### config.mk
export PLATFORM = sky130hd
export DESIGN_NAME = rr_arb_mux
export DESIGN_NICKNAME = d
export VERILOG_FILES = /design/src/rtl/rr_arb_mux.sv
export SDC_FILE = /design/constraint.sdc
export NUM_CORES = 1
export LEC_CHECK = 0
export CORE_MARGIN = 10
export CORE_UTILIZATION = 37
export DETAILED_ROUTE_END_ITERATION = 6
export HOLD_SLACK_MARGIN = 0.08
export PLACE_DENSITY = 0.89
export SYNTH_ARGS = -nofsm -noshare
export SYNTH_HDL_FRONTEND = slang
export SYNTH_SLANG_ARGS = --single-unit
### constraint.sdc
create_clock -name clk -period 2.15 [get_ports clk]
set_input_delay 0.43 -clock clk [delete_from_list [all_inputs] [get_ports clk]]
set_output_delay 0.43 -clock clk [all_outputs]
set_load 0.01 [all_outputs]
### src/rtl/rr_arb_mux.sv
// Round-robin arbiter + payload mux into a one-entry output register; RR_ARB_LOCK_EN adds per-requester packet lock.
// Latency 1 cycle accept->out_valid; req_ready is all-zero while the output beat is stalled by out_ready.
module rr_arb_mux #(
  parameter int REQ_NUM    = 4,
  parameter int DATA_WIDTH = 8,
  parameter int IDX_W      = (REQ_NUM > 1) ? $clog2(REQ_NUM) : 1
) (
  input  logic                          clk,
  input  logic                          rst,
  input  logic [REQ_NUM-1:0]            req_valid,
  input  logic [REQ_NUM*DATA_WIDTH-1:0] req_data,
`ifdef RR_ARB_LOCK_EN
  input  logic [REQ_NUM-1:0]            req_lock,
`endif
  output logic [REQ_NUM-1:0]            req_ready,
  output logic                          out_valid,
  input  logic                          out_ready,
  output logic [DATA_WIDTH-1:0]         out_data,
  output logic [IDX_W-1:0]              out_idx
);

  logic [IDX_W-1:0]      last_idx_q, last_idx_d;
  logic                  out_valid_q, out_valid_d;
  logic [DATA_WIDTH-1:0] out_data_q, out_data_d;
  logic [IDX_W-1:0]      out_idx_q, out_idx_d;

  logic [REQ_NUM-1:0]    last_oh, hi_mask, elig, hi_req, gnt;
  logic [IDX_W-1:0]      lo_idx, hi_idx, win_idx;
  logic                  win_vld, load, accept;
  logic [DATA_WIDTH-1:0] win_data;

  always_comb begin
    last_oh = '0;
    hi_mask = '0;
    for (int i = 0; i < REQ_NUM; i++) begin
      last_oh[i] = (last_idx_q == IDX_W'(i));
      hi_mask[i] = (IDX_W'(i) > last_idx_q);
    end
  end

`ifdef RR_ARB_LOCK_EN
  logic locked_q, locked_d;

  // A locked requester keeps the slot; everyone else is masked out.
  assign elig = locked_q ? (req_valid & last_oh) : req_valid;
`else
  assign elig = req_valid;
`endif

  assign hi_req = elig & hi_mask;
  assign load   = ~out_valid_q | out_ready;

  always_comb begin
    lo_idx = '0;
    hi_idx = '0;
    for (int i = REQ_NUM - 1; i >= 0; i--) begin
      if (elig[i])   lo_idx = IDX_W'(i);
      if (hi_req[i]) hi_idx = IDX_W'(i);
    end
    win_vld = |elig;
    win_idx = (|hi_req) ? hi_idx : lo_idx;
  end

  always_comb begin
    gnt      = '0;
    win_data = '0;
    for (int i = 0; i < REQ_NUM; i++) begin
      if (win_vld && (win_idx == IDX_W'(i))) begin
        gnt[i]   = 1'b1;
        win_data = req_data[i*DATA_WIDTH +: DATA_WIDTH];
      end
    end
  end

  assign req_ready = gnt & {REQ_NUM{load}};
  assign accept    = load & win_vld;

  always_comb begin
    last_idx_d  = last_idx_q;
    out_valid_d = out_valid_q;
    out_data_d  = out_data_q;
    out_idx_d   = out_idx_q;
    if (load) begin
      out_valid_d = win_vld;
      if (win_vld) begin
        out_data_d = win_data;
        out_idx_d  = win_idx;
        last_idx_d = win_idx;
      end
    end
  end

  always_ff @(posedge clk) begin
    if (rst) begin
      last_idx_q  <= IDX_W'(REQ_NUM - 1);
      out_valid_q <= 1'b0;
      out_data_q  <= '0;
      out_idx_q   <= '0;
    end else begin
      last_idx_q  <= last_idx_d;
      out_valid_q <= out_valid_d;
      out_data_q  <= out_data_d;
      out_idx_q   <= out_idx_d;
    end
  end

`ifdef RR_ARB_LOCK_EN
  // The lock bit of every accepted beat decides whether the next beat stays with this requester.
  always_comb begin
    locked_d = locked_q;
    if (accept) locked_d = |(req_lock & gnt);
  end

  always_ff @(posedge clk) begin
    if (rst) locked_q <= 1'b0;
    else     locked_q <= locked_d;
  end
`endif

  assign out_valid = out_valid_q;
  assign out_data  = out_data_q;
  assign out_idx   = out_idx_q;

endmodule

I/O nets highlighted:
Scale bar: 20 µm.
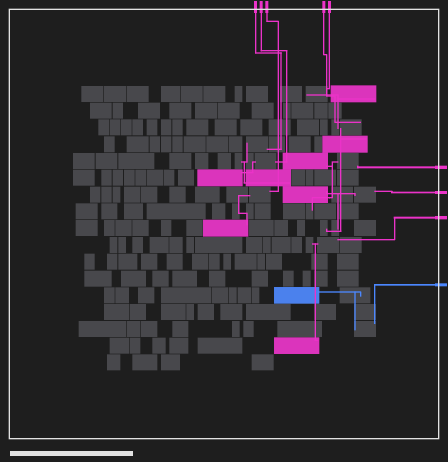
- out_data: magenta (bits 8; direction output; edge 5 top, 3 right; end cells 8; buffers 8; wire 278 µm)
- out_valid: blue (bits 1; direction output; edge right; end cells 1; buffers 1; wire 29.8 µm)

Track usage over the die:
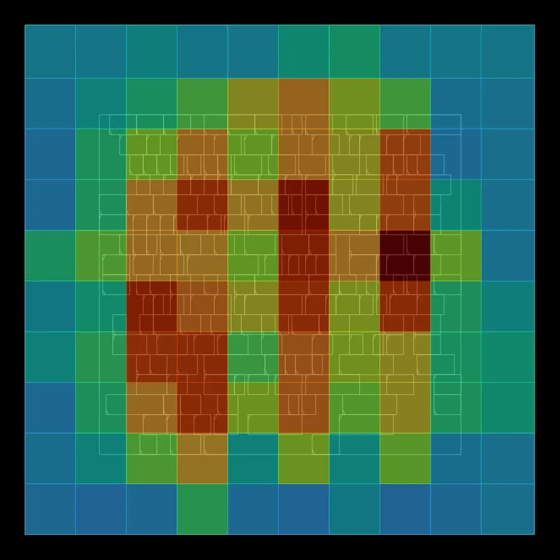
Wirelength per Cell: 18.07 µm
met2 track utilization from global routing: 27.42%
Overall Global Routing Usage: 15.17%

Close-up of the layout:
Scale bar: 10 µm. Window x 5 to 30, y 5 to 30 µm. Cells in grey, sequential cells in the stronger grey; small squares are vias.
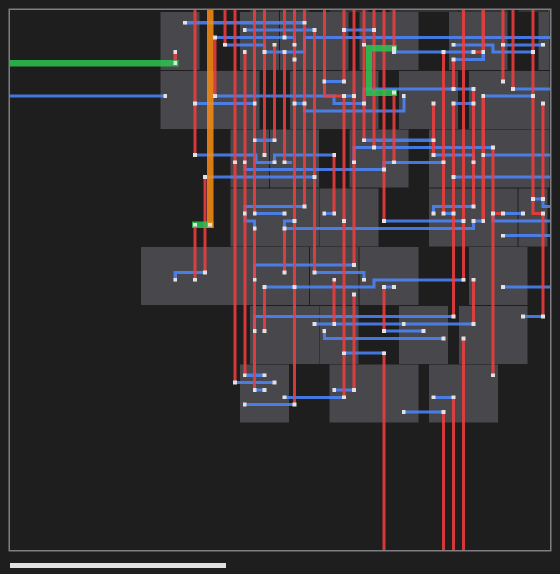
- met3: green
- met2: red
- met1: blue
- met4: orange
- sequential cells in the window: 0
- most frequent: buf_4 (7), a21boi_2 (2), dlygate4sd2_1 (2)
- cells with their middle in the window: 28

Sequential cells grouped by signal name:
Scale bar: 20 µm. Other sequential cells in the stronger grey, the rest of the logic in the fainter grey.
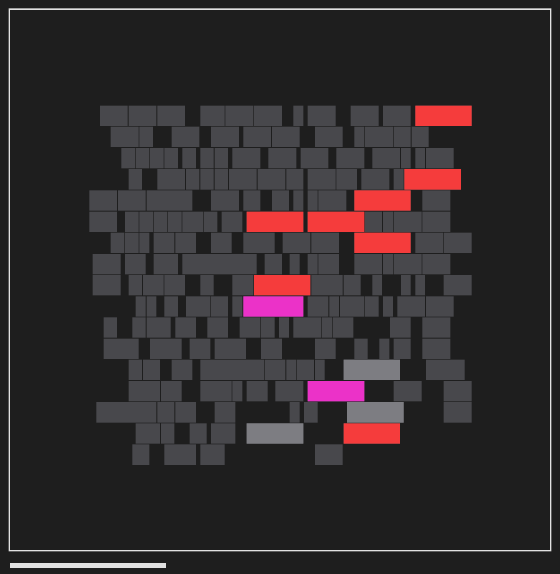
- last_idx_q: magenta (placed flops 2)
- out_data: red (placed flops 8)
flip-flop and latch power: 0.000291 W
Sequential cell area: 261.5 µm²
proportion of cell area occupied by registers: 15.95%

Gate families picked out:
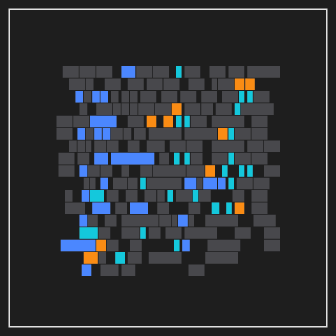
- inverting AOI/OAI gates: blue (cells 23)
- AND and OR gates: orange (cells 10)
- NOR gates: cyan (cells 24)
Post-Layout Cell Count: 214
fraction of area in multi-input gates: 39.16%
commonest non-fill, non-tap cell in the layout: sky130_fd_sc_hd__clkdlybuf4s50_1

==> run summary <==
Implementation results

The first global-routing pass estimated 6141 µm of wire. Per the post-synthesis stats, the area per cell is 7.766 µm². The count of pins on the block boundary is roughly 54. The final antenna diode count is 0.

The number of warning messages in the logs is 26. CTS saw 13 sinks. STA classifies the critical path startpoint as a primary input. The class of the tightest hold or removal check is reg -> reg. The compound-cell area share of the yosys netlist is about 30%. The standard-cell row count is 17. The worst slack at placement is -0.5373 ns.

The static leakage is approximately 0.7 nW. In this run, synthesis inferred 0 flip-flops with an integrated enable. The post-route worst setup slack is between 0.06 and 0.07 ns. The number of setup violations in the final report is 0. The insertion delay of the later-clocked pin in the worst-skew pair is roughly 0.27 ns. TritonCTS built the clock tree. For this run, the slowest stage of the critical path takes 0.26 ns. According to the timing report, the critical path is launched from req_valid[0]. Sorting the Yosys area breakdown by cell type puts at the top sky130_fd_sc_hd__dfxtp_1. The area fraction in and, or, nand and nor cells after synthesis is 31.94%. The maximum achievable frequency is roughly 480 MHz. The library cells used most frequently in the layout, excluding fill and tap cells, are sky130_fd_sc_hd__clkdlybuf4s50_1, sky130_fd_sc_hd__nor2_1, sky130_fd_sc_hd__buf_4. The xor-xnor portion of the synthesized cell area is 0%. The actual slew at the worst max-slew pin is roughly 0.44 ns.

The vertical die dimension is a little under 70 µm. The leading cell type by number of instances after synthesis is sky130_fd_sc_hd__nor2_1. The longest clock path from root to sink contains 2 buffers. Entering global routing, the biggest net connects 14 pins. The combined area of all synthesized cells is ~900 µm².

The data arrival time reported for the critical path is between 1.5 and 2 ns. The final layout contains roughly 230 nets. The launch point of the worst register-to-register path is recorded as last_idx_q[1]. The number of H-tree branching levels is 1. For reference, the top cells by count after synthesis are sky130_fd_sc_hd__nor2_1, sky130_fd_sc_hd__nand3_1, sky130_fd_sc_hd__dfxtp_1, sky130_fd_sc_hd__o21ai_0.

The registers of the reported paths see a clock transition of around 0.08 ns. The detailed router finished its first iteration with roughly 82 violations. The via count is roughly 1200. Among all flip-flop cells after synthesis, the most frequent one is sky130_fd_sc_hd__dfxtp_1. Per the placement log, port buffering inserted ~53 buffers. After synthesis, the share of flip-flops with an asynchronous set or reset is 0%.

After detailed routing, no signal wire sits above met4. The Yosys step of the flow raised 0 warnings. The adder and majority cell fraction of the synthesized area is 0%.

The number of cells upsized or downsized after cts is 23. In this run the post-CTS setup repair buffer count came out at 1. The top cell type by area accounts for ~29% of the synthesized area. Buffers inserted during clock tree synthesis total 3.

The max-slew check reports its worst relative slack as 70.43%. From left edge to right edge, the die measures 69.35 µm. The number of antenna violations at the first check in global routing came to 0. The via count of the first global-routing pass is 1260.

After detailed placement, the design holds a cell count of 209. Looking at the setup timing report, the critical path kind is in -> out. The setup check on the worst reg-to-reg path leaves a slack of 0.22 ns.

After floorplanning, the core was sized to cover ~2300 µm². The shortest period the worst path allows is ~2.1 ns. The number of nets in the synthesized netlist is around 160.

The sum of met2 wire segment lengths after detailed routing is between 2000 and 2500 µm. Summed over all layers, the routed wires come to between 3000 and 4000 µm. The growth of design area from synthesis to finish is 81.94%. The root buffer cell chosen for the clock tree is sky130_fd_sc_hd__clkbuf_4. In this run the critical path is formed by dlygate4sd2_1, buf_4, nor2b_2, o22ai_1, a21oi_1, and2_1, clkdlybuf4s15_2. The remaining global-route overflow is 0. The detailed router reports a met3 wire length of around 180 µm.

The post-synthesis sequential element count is 13. Nets still carrying antenna violations after routing amount to 0. The number of cells in the yosys synthesis report is between 100 and 150. The critical path endpoint category is an output port. Per Yosys stat, the portion of area used by sequential elements is between 20% and 30%. The highest-delay cell along the critical path is sky130_fd_sc_hd__dlygate4sd2_1. In this run the worst path has a maximum fanout of 4.

The run finished with clean final reports. The area reported by Yosys stat is about 900 µm². The overall chip area is just under 5000 µm². In the per-layer breakdown of the detailed-route log, met1 shows 1539 µm. The multiplexer share of the synthesized area is around 3.8%.

The via-per-instance ratio is 5.486. The data required time of the worst path is 1.72 ns. The final core area utilization is between 70% and 80%. Detailed placement finished with a half-perimeter wire length of just over 3000 µm.

The run reported a max-capacitance violation count of 0. In this run, post-CTS hold repair placed 0 buffers. The setup clock skew after layout is ~0.0038 ns. The worst hold path begins at out_idx[1].

On the final layout, the worst hold slack is ~0.50 ns.
cell type report:
type | instances | area, µm²
multi-input combinational | 94 | 641.9
timing repair buffer | 73 | 666.9
tap | 28 | 35.03
sequential | 13 | 261.5
fill | 187 | 636.9
inverter | 2 | 7.507
clock buffer | 4 | 26.28
power breakdown:
group / switching, W / leakage [nW] / total (W) / internal [W]
combinational: 0.000190 / 0.574 / 0.000433 / 0.000242
clock: 0.0000741 / 0.0150 / 0.000146 / 0.0000717
sequential: 0.0000198 / 0.108 / 0.000291 / 0.000271
through the flow:
| step | setup TNS (ns) | area, µm² |
|---|---|---|
| 4_1_cts | 0 | 1628 |
| 2_1_floorplan | 0 | 900.9 |
| 6_report | 0 | 1639 |
| 3_3_place_gp | -3.235 | 1572 |
| 5_1_grt | -0.02735 | 1639 |
| 3_5_place_dp | -4.120 | 1572 |
layer usage:
metal / vias to the layer above / global-route usage, %
met5: - / 0
met4: 0 / 8.647
met3: 8 / 2.853
met2: 49 / 27.42
met1: 553 / 15.81
li1: 564 / -
cell families after synthesis:
family | count (synthesis)
buf+inv | 9
mux | 2
compound gates | 34
flops | 13
simple gates | 58
worst paths after layout:
| kind | end | depth (start not counted) |
|---|---|---|
| setup / recovery | req_ready[3] | 7 |
| hold reg to reg | out_idx[1] | 2 |
| hold / removal | out_idx[1] | 2 |
| setup reg to reg | out_data[1] | 7 |
worst max-delay path, delay by kind of cell:
| kind | cells | cell delay, ns |
|---|---|---|
| buffers and inverters | 3 | 0.64 |
| AND/OR/NAND/NOR | 2 | 0.29 |
| AND-OR/OR-AND | 2 | 0.29 |
flip-flops by register name, summed over array words and instances, names as in the netlist:
register,cells
out_data,8
out_idx,2
last_idx_q,2
out_valid,1
Power and IR drop assume default switching activity.
